[config.mk]
export PLATFORM = sky130hd
export DESIGN_NAME = usb3_rd_sched
export DESIGN_NICKNAME = d
export VERILOG_FILES = /design/src/rtl/usb3_rd_sched_pkg.sv /design/src/rtl/usb3_rd_sched_rr_arbiter.sv /design/src/rtl/usb3_rd_sched.sv
export SDC_FILE = /design/constraint.sdc
export NUM_CORES = 1
export LEC_CHECK = 0
export ABC_AREA = 0
export CORE_ASPECT_RATIO = 1.5
export CORE_UTILIZATION = 40
export DETAILED_ROUTE_END_ITERATION = 8
export SLEW_MARGIN = 20
export SYNTH_ARGS = -nofsm -noshare
export SYNTH_HDL_FRONTEND = slang
export SYNTH_SLANG_ARGS = --single-unit
[constraint.sdc]
create_clock -name clk -period 10.7 [get_ports clk]
set_input_delay 1.605 -clock clk [delete_from_list [all_inputs] [get_ports clk]]
set_output_delay 1.605 -clock clk [all_outputs]
set_load 0.03 [all_outputs]
[src/rtl/usb3_rd_sched_pkg.sv]
// Shared definitions for the FX3 slave-FIFO read scheduler: state codes and
// default geometry of the cache RAM banks it refills.
package usb3_rd_pkg;

   localparam int DEF_NUM_BANKS  = 16;
   localparam int DEF_BURST_LEN  = 256;
   localparam int DEF_RD_LATENCY = 3;

   typedef enum logic [3:0] {
      ST_IDLE      = 4'd0,
      ST_ARB       = 4'd1,
      ST_WAIT_FLAG = 4'd2,
      ST_SETUP     = 4'd3,
      ST_READ      = 4'd6,
      ST_DRAIN     = 4'd7,
      ST_DONE      = 4'd8
   } rd_state_e;

endpackage

[src/rtl/usb3_rd_sched_rr_arbiter.sv]
// Round-robin arbiter: scans requests starting at ptr and grants the first
// one found, wrapping past the top bank.
module rr_arbiter
   import usb3_rd_pkg::*;
#(
   parameter int N  = DEF_NUM_BANKS,
   parameter int PW = 4
)(
   input  logic [N-1:0]  req,
   input  logic [PW-1:0] ptr,
   output logic [N-1:0]  grant
);

   logic          found;
   logic [PW-1:0] idx;

   always_comb begin
      grant = '0;
      found = 1'b0;
      idx   = '0;
      for (int i = 0; i < N; i++) begin
         idx = PW'((int'(ptr) + i) % N);
         if (!found && req[idx]) begin
            grant[idx] = 1'b1;
            found      = 1'b1;
         end
      end
   end

endmodule

[src/rtl/usb3_rd_sched.sv]
// Schedules FX3 slave-FIFO bursts into cache RAM banks: arbitrates bank refill
// requests, strobes BURST_LEN reads and writes the returned words to the bank.
module usb3_rd_sched
   import usb3_rd_pkg::*;
#(
   parameter int NUM_BANKS  = DEF_NUM_BANKS,
   parameter int BURST_LEN  = DEF_BURST_LEN,
   parameter int RD_LATENCY = DEF_RD_LATENCY
)(
   input  logic                 clk,
   input  logic                 rst_n,
   input  logic                 usb3_flaga,
   input  logic [31:0]          usb3_data,
   input  logic [NUM_BANKS-1:0] bank_req,
   output logic                 usb3_slrd_n,
   output logic                 usb3_sloe_n,
   output logic [3:0]           usb_rd_state,
   output logic [NUM_BANKS-1:0] wren_for_ram,
   output logic [7:0]           wr_addr,
   output logic [31:0]          ram_data,
   output logic [NUM_BANKS-1:0] bank_done
);

   localparam int          PTR_W      = (NUM_BANKS > 1) ? $clog2(NUM_BANKS) : 1;
   localparam logic [15:0] READ_LAST  = 16'(BURST_LEN - 1);
   localparam logic [15:0] DRAIN_LAST = 16'(RD_LATENCY - 1);
   localparam logic [7:0]  ADDR_LAST  = 8'(BURST_LEN - 1);

   rd_state_e              state;
   logic [NUM_BANKS-1:0]   grant;
   logic [NUM_BANKS-1:0]   arb_grant;
   logic [PTR_W-1:0]       rr_ptr;
   logic [PTR_W-1:0]       grant_idx;
   logic [PTR_W-1:0]       next_ptr;
   logic [15:0]            cnt;
   logic [RD_LATENCY-1:0]  rd_pipe;

   assign usb_rd_state = state;

   rr_arbiter #(.N(NUM_BANKS), .PW(PTR_W)) u_arb (
      .req   (bank_req),
      .ptr   (rr_ptr),
      .grant (arb_grant)
   );

   always_comb begin
      grant_idx = '0;
      for (int i = 0; i < NUM_BANKS; i++) begin
         if (arb_grant[i]) grant_idx = PTR_W'(i);
      end
   end

   assign next_ptr = (grant_idx == PTR_W'(NUM_BANKS - 1)) ? '0 : grant_idx + PTR_W'(1);

   always_ff @(posedge clk or negedge rst_n) begin
      if (!rst_n) begin
         state       <= ST_IDLE;
         grant       <= '0;
         rr_ptr      <= '0;
         cnt         <= '0;
         usb3_slrd_n <= 1'b1;
         usb3_sloe_n <= 1'b1;
         bank_done   <= '0;
      end else begin
         bank_done <= '0;
         case (state)
            ST_IDLE: begin
               if (|bank_req) state <= ST_ARB;
            end
            ST_ARB: begin
               if (|arb_grant) begin
                  grant  <= arb_grant;
                  rr_ptr <= next_ptr;
                  state  <= ST_WAIT_FLAG;
               end else begin
                  state <= ST_IDLE;
               end
            end
            ST_WAIT_FLAG: begin
               if (usb3_flaga) begin
                  state       <= ST_SETUP;
                  usb3_sloe_n <= 1'b0;
               end
            end
            ST_SETUP: begin
               state       <= ST_READ;
               usb3_slrd_n <= 1'b0;
               cnt         <= '0;
            end
            // The flag is deliberately ignored here: FX3 already promised a full burst.
            ST_READ: begin
               if (cnt == READ_LAST) begin
                  state       <= ST_DRAIN;
                  usb3_slrd_n <= 1'b1;
                  cnt         <= '0;
               end else begin
                  cnt <= cnt + 16'd1;
               end
            end
            ST_DRAIN: begin
               if (cnt == DRAIN_LAST) begin
                  state       <= ST_DONE;
                  usb3_sloe_n <= 1'b1;
                  bank_done   <= grant;
               end else begin
                  cnt <= cnt + 16'd1;
               end
            end
            ST_DONE: begin
               grant <= '0;
               state <= ST_IDLE;
            end
            default: state <= ST_IDLE;
         endcase
      end
   end

   // Each strobe travels RD_LATENCY stages to meet its word, then one more for ram_data.
   always_ff @(posedge clk or negedge rst_n) begin
      if (!rst_n) begin
         rd_pipe      <= '0;
         ram_data     <= '0;
         wren_for_ram <= '0;
         wr_addr      <= '0;
      end else begin
         rd_pipe[0] <= ~usb3_slrd_n;
         for (int i = 1; i < RD_LATENCY; i++) begin
            rd_pipe[i] <= rd_pipe[i-1];
         end
         ram_data     <= usb3_data;
         wren_for_ram <= rd_pipe[RD_LATENCY-1] ? grant : '0;
         if (|wren_for_ram) begin
            wr_addr <= (wr_addr == ADDR_LAST) ? 8'd0 : wr_addr + 8'd1;
         end
      end
   end

endmodule

### Where the registers sit, run 1

Bar = 20 um.
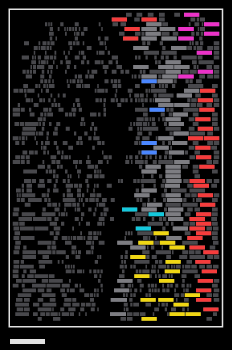
[rr_ptr] blue | flops: 4
[ram_data] red | flops: 32
[cnt] yellow | flops: 16 | where: bottom right
[rd_pipe] cyan | flops: 3
[wr_addr] magenta | flops: 8 | where: top right

### Gate-type map, run 1

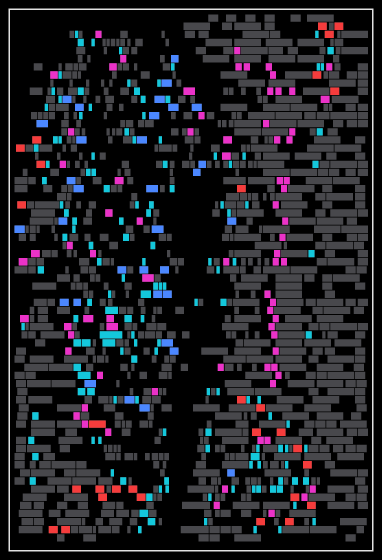
[xor and xnor cells] red | cells: 29 | most used: xnor2_1 | where: spread over the die
[and/or cells] magenta | cells: 75 | most used: and2_1
[non-inverting ao/oa cells] blue | cells: 33
[nor cells] cyan | cells: 140 | most used: nor2_1 | where: spread over the die

### Signal wires on met3, run 1

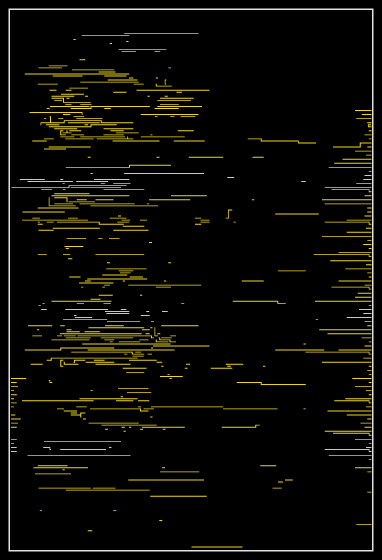
wire length on this layer: 3,050 um
main direction: horizontal
share of all routed wire: 8.5%
nets with wire on the layer: 258

[run 1: cell type report]
cell class              instances  area, sq um  area share [%]
clock inverters                 1         5.00          0.0467
repair buffers                154         1470            13.7
multi-input cells             740         5230            48.8
flip-flops and latches        117         2930            27.3
well taps                     268          335            3.13
inverters                      20         75.1           0.700
clock buffers                  30          674            6.29
[run 1: worst max path at each step]
stage	slack [ps]	endpoint	startpoint
5_1_grt	2970	rr_ptr[3]	rr_ptr[0]
4_1_cts	3520	rr_ptr[3]	rr_ptr[0]
3_5_place_dp	3170	rr_ptr[3]	bank_req[1]
6_report	3420	rr_ptr[3]	rr_ptr[0]
2_1_floorplan	5010	rr_ptr[3]	bank_req[1]
3_3_place_gp	3130	rr_ptr[3]	bank_req[1]
==> flow_summary_export.csv, run 1 <==
group,metric,value,unit
yosys,cell_type_contributing_the_most_total_cell_area_after_synthesis,"sky130_fd_sc_hd__dfrtp_1",
setup_path,critical_path.endpoint_type,"register",
final_timing,worst_hold_margin,359,ps
clocking,cts_max_level,4,
yosys,top_logic_kind,"simple AND/OR/NAND/NOR gates",
finish,n_antenna_cell,0,
global_routing,grt_antenna_before_repair,0,
drt,route.detailed.vias_per_inst,6.57,
global_routing,grt_use_total,33.5,%
clocking,clk_pin_slew,50,ps
yosys,post_synth_fa_ha_maj_area_fraction,2.93,%
placed_design,place_ws,3170,ps
global_routing,pin_count_of_the_biggest_net_entering_global_routing,74,
placed_design,placement.cell_area,0.0100,sq mm
power,p_int,0.934,mW
placed_design,dpl.cell_count,1299,
clocking,max-clock-path-buffers,3,
clocking,numClockSinks,117,
finish,finish.net_count,1129,
setup_path,ff2ff_setup_slack,3420,ps
final_timing,finalSetupTns,0,ps
global_routing,grt_use_met2,57.2,%
power,net-switching-power,0.274,mW
worst_hold_path,hold_depth,0,
drt,detail_route.drc_violations,0,
yosys,synth_top_flop_cell,"sky130_fd_sc_hd__dfrtp_1",
yosys,ys_cells,940,
drt,met2_length,17300,um
outcome,status,"finished, final reports clean",
drt,routed-via-count,8739,
final_timing,finalCritPeriodShare,68.0,%
clocking,cts_tree,"yes",
setup_path,slowest_stage_delay_cp,900,ps
global_routing,gr-usage-met3,7.48,%
final_timing,minimum_clock_period,7280,ps
clocking,clkLatencyLatePin,450,ps
power,group_drawing_the_most_power,"the clock network",
global_routing,grt_overflow,0,
finish,post_route_cells_drive_above_1_share,12.0,%
yosys,postSynthCellCount,940,
==> run 2: changes to the inputs <==
==> constraint.sdc (replaced) <==
create_clock -name clk -period 6.4 [get_ports clk]
set_input_delay 0.96 -clock clk [delete_from_list [all_inputs] [get_ports clk]]
set_output_delay 0.96 -clock clk [all_outputs]
set_load 0.03 [all_outputs]
==> run 2 against run 1 <==
Compared with the run above:
- hold slack worse by 6.9 ps
- synthesized cell count stayed put
- largest cell class unchanged
- register-to-register slack worse by 2800 ps
- cell area is 7.6% higher
- sequential cell count stayed put
- via count is 4.6% higher
- highest routed layer unchanged
- utilization is 3.9 points higher
- final cell count is 9.2% higher
- die area stayed put
- critical path depth is 1 higher
- critical path type is now primary input to register
- clock-buffer cell count is 7 lower
- sequential share of layout area is 1.9 points lower
==> flow_summary_export.csv, run 2 <==
group,metric,value,unit
setup_path,crit_slowest_cell,"sky130_fd_sc_hd__nor3b_1",
yosys,synth_top_flop_cell,"sky130_fd_sc_hd__dfrtp_1",
drt,route.detailed.vias_per_inst,6.29,
global_routing,grt-busiest-layer,"met2",
setup_path,worst_setup_path_startpoint,"bank_req[11]",
yosys,fp_nets,1011,
placed_design,dp_hpwl,29900,um
setup_path,setup.worst_path.end,"rr_ptr[3]",
setup_path,critical_path.endpoint_type,"register",
clocking,cts_max_level,4,
power,net-switching-power,0.463,mW
drt,detail_route.drc_violations,0,
final_timing,finalSetupTns,0,ps
clocking,cts_tree,"yes",
yosys,top_logic_kind,"simple AND/OR/NAND/NOR gates",
global_routing,grt_antenna_before_repair,1,
finish,finish.net_count,1240,
global_routing,grt_use_total,36.4,%
power,pg_seq,0.754,mW
setup_path,slowest_stage_delay_cp,870,ps
global_routing,grt_overflow,0,
final_timing,worst_hold_margin,352,ps
finish,final-comb-area,0.00522,sq mm
final_timing,minimum_clock_period,5860,ps
final_timing,finalCritPeriodShare,91.6,%
global_routing,grt_use_met2,63.0,%
drt,detail_route.wirelength,38700,um
clocking,clkLatencyLatePin,410,ps
outcome,status,"finished, final reports clean",
drt,met2_length,19400,um
global_routing,gr-usage-met3,7.83,%
clocking,cts_root_buffer,"sky130_fd_sc_hd__clkbuf_16",
clocking,clk_pin_slew,50,ps
floorplanning,die_w,121,um
finish,post_route_cells_drive_above_1_share,20.6,%
yosys,cell_type_contributing_the_most_total_cell_area_after_synthesis,"sky130_fd_sc_hd__dfrtp_1",
clocking,max-clock-path-buffers,2,
final_timing,finalSetupViolCount,0,
global_routing,pin_count_of_the_biggest_net_entering_global_routing,66,
drt,routed-via-count,9140,
power,group_drawing_the_most_power,"the clock network",
setup_path,ff2ff_setup_slack,660,ps
yosys,post_synth_fa_ha_maj_area_fraction,2.93,%
clocking,postCtsSetupBuffers,0,
power,seq_power_share,39.4,%
clocking,numClockSinks,117,
job,warning_count,40,
worst_hold_path,hold_depth,0,
yosys,postSynthCellCount,940,
power,p_int,1.45,mW
==> run 2: through the flow <==
stage / instances / power, mW / setup slack [ps] / instance area, sq um
global placement: 1418 / 1.01 / 338 / 11000
detailed placement: 1418 / 1.01 / 347 / 11000
CTS: 1450 / 1.92 / 690 / 11500
finish: 1452 / 1.91 / 538 / 11500
global route: 1450 / 1.98 / 208 / 11500
floorplan: 940 / 0.870 / 996 / 8530
==> run 2: area by class of cell <==
cell class / instances / area share [%]
Sequential cell: 117 / 25.4
Inverter: 20 / 0.651
Antenna cell: 2 / 0.0434
Clock buffer: 23 / 4.06
Tap cell: 268 / 2.91
Multi-Input combinational cell: 740 / 45.2
Clock inverter: 9 / 0.889
Timing Repair Buffer: 273 / 20.8
### Gate-type map, run 2

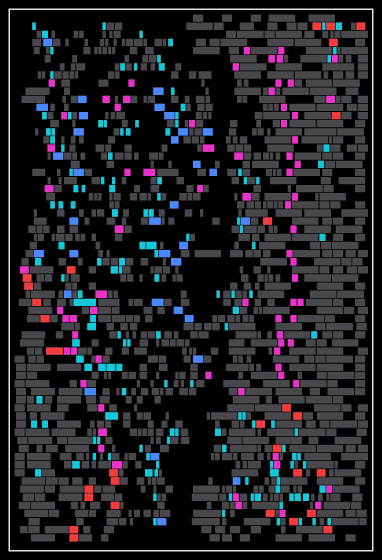
[and/or cells] magenta | cells: 75 | most used: and2_1 | where: spread over the die
[xor and xnor cells] red | cells: 29 | most used: xnor2_1 | where: spread over the die
[non-inverting ao/oa cells] blue | cells: 33
[nor cells] cyan | cells: 140 | most used: nor2_1 | where: spread over the die

No activity file was given, so power comes from the tool's default toggle rates.
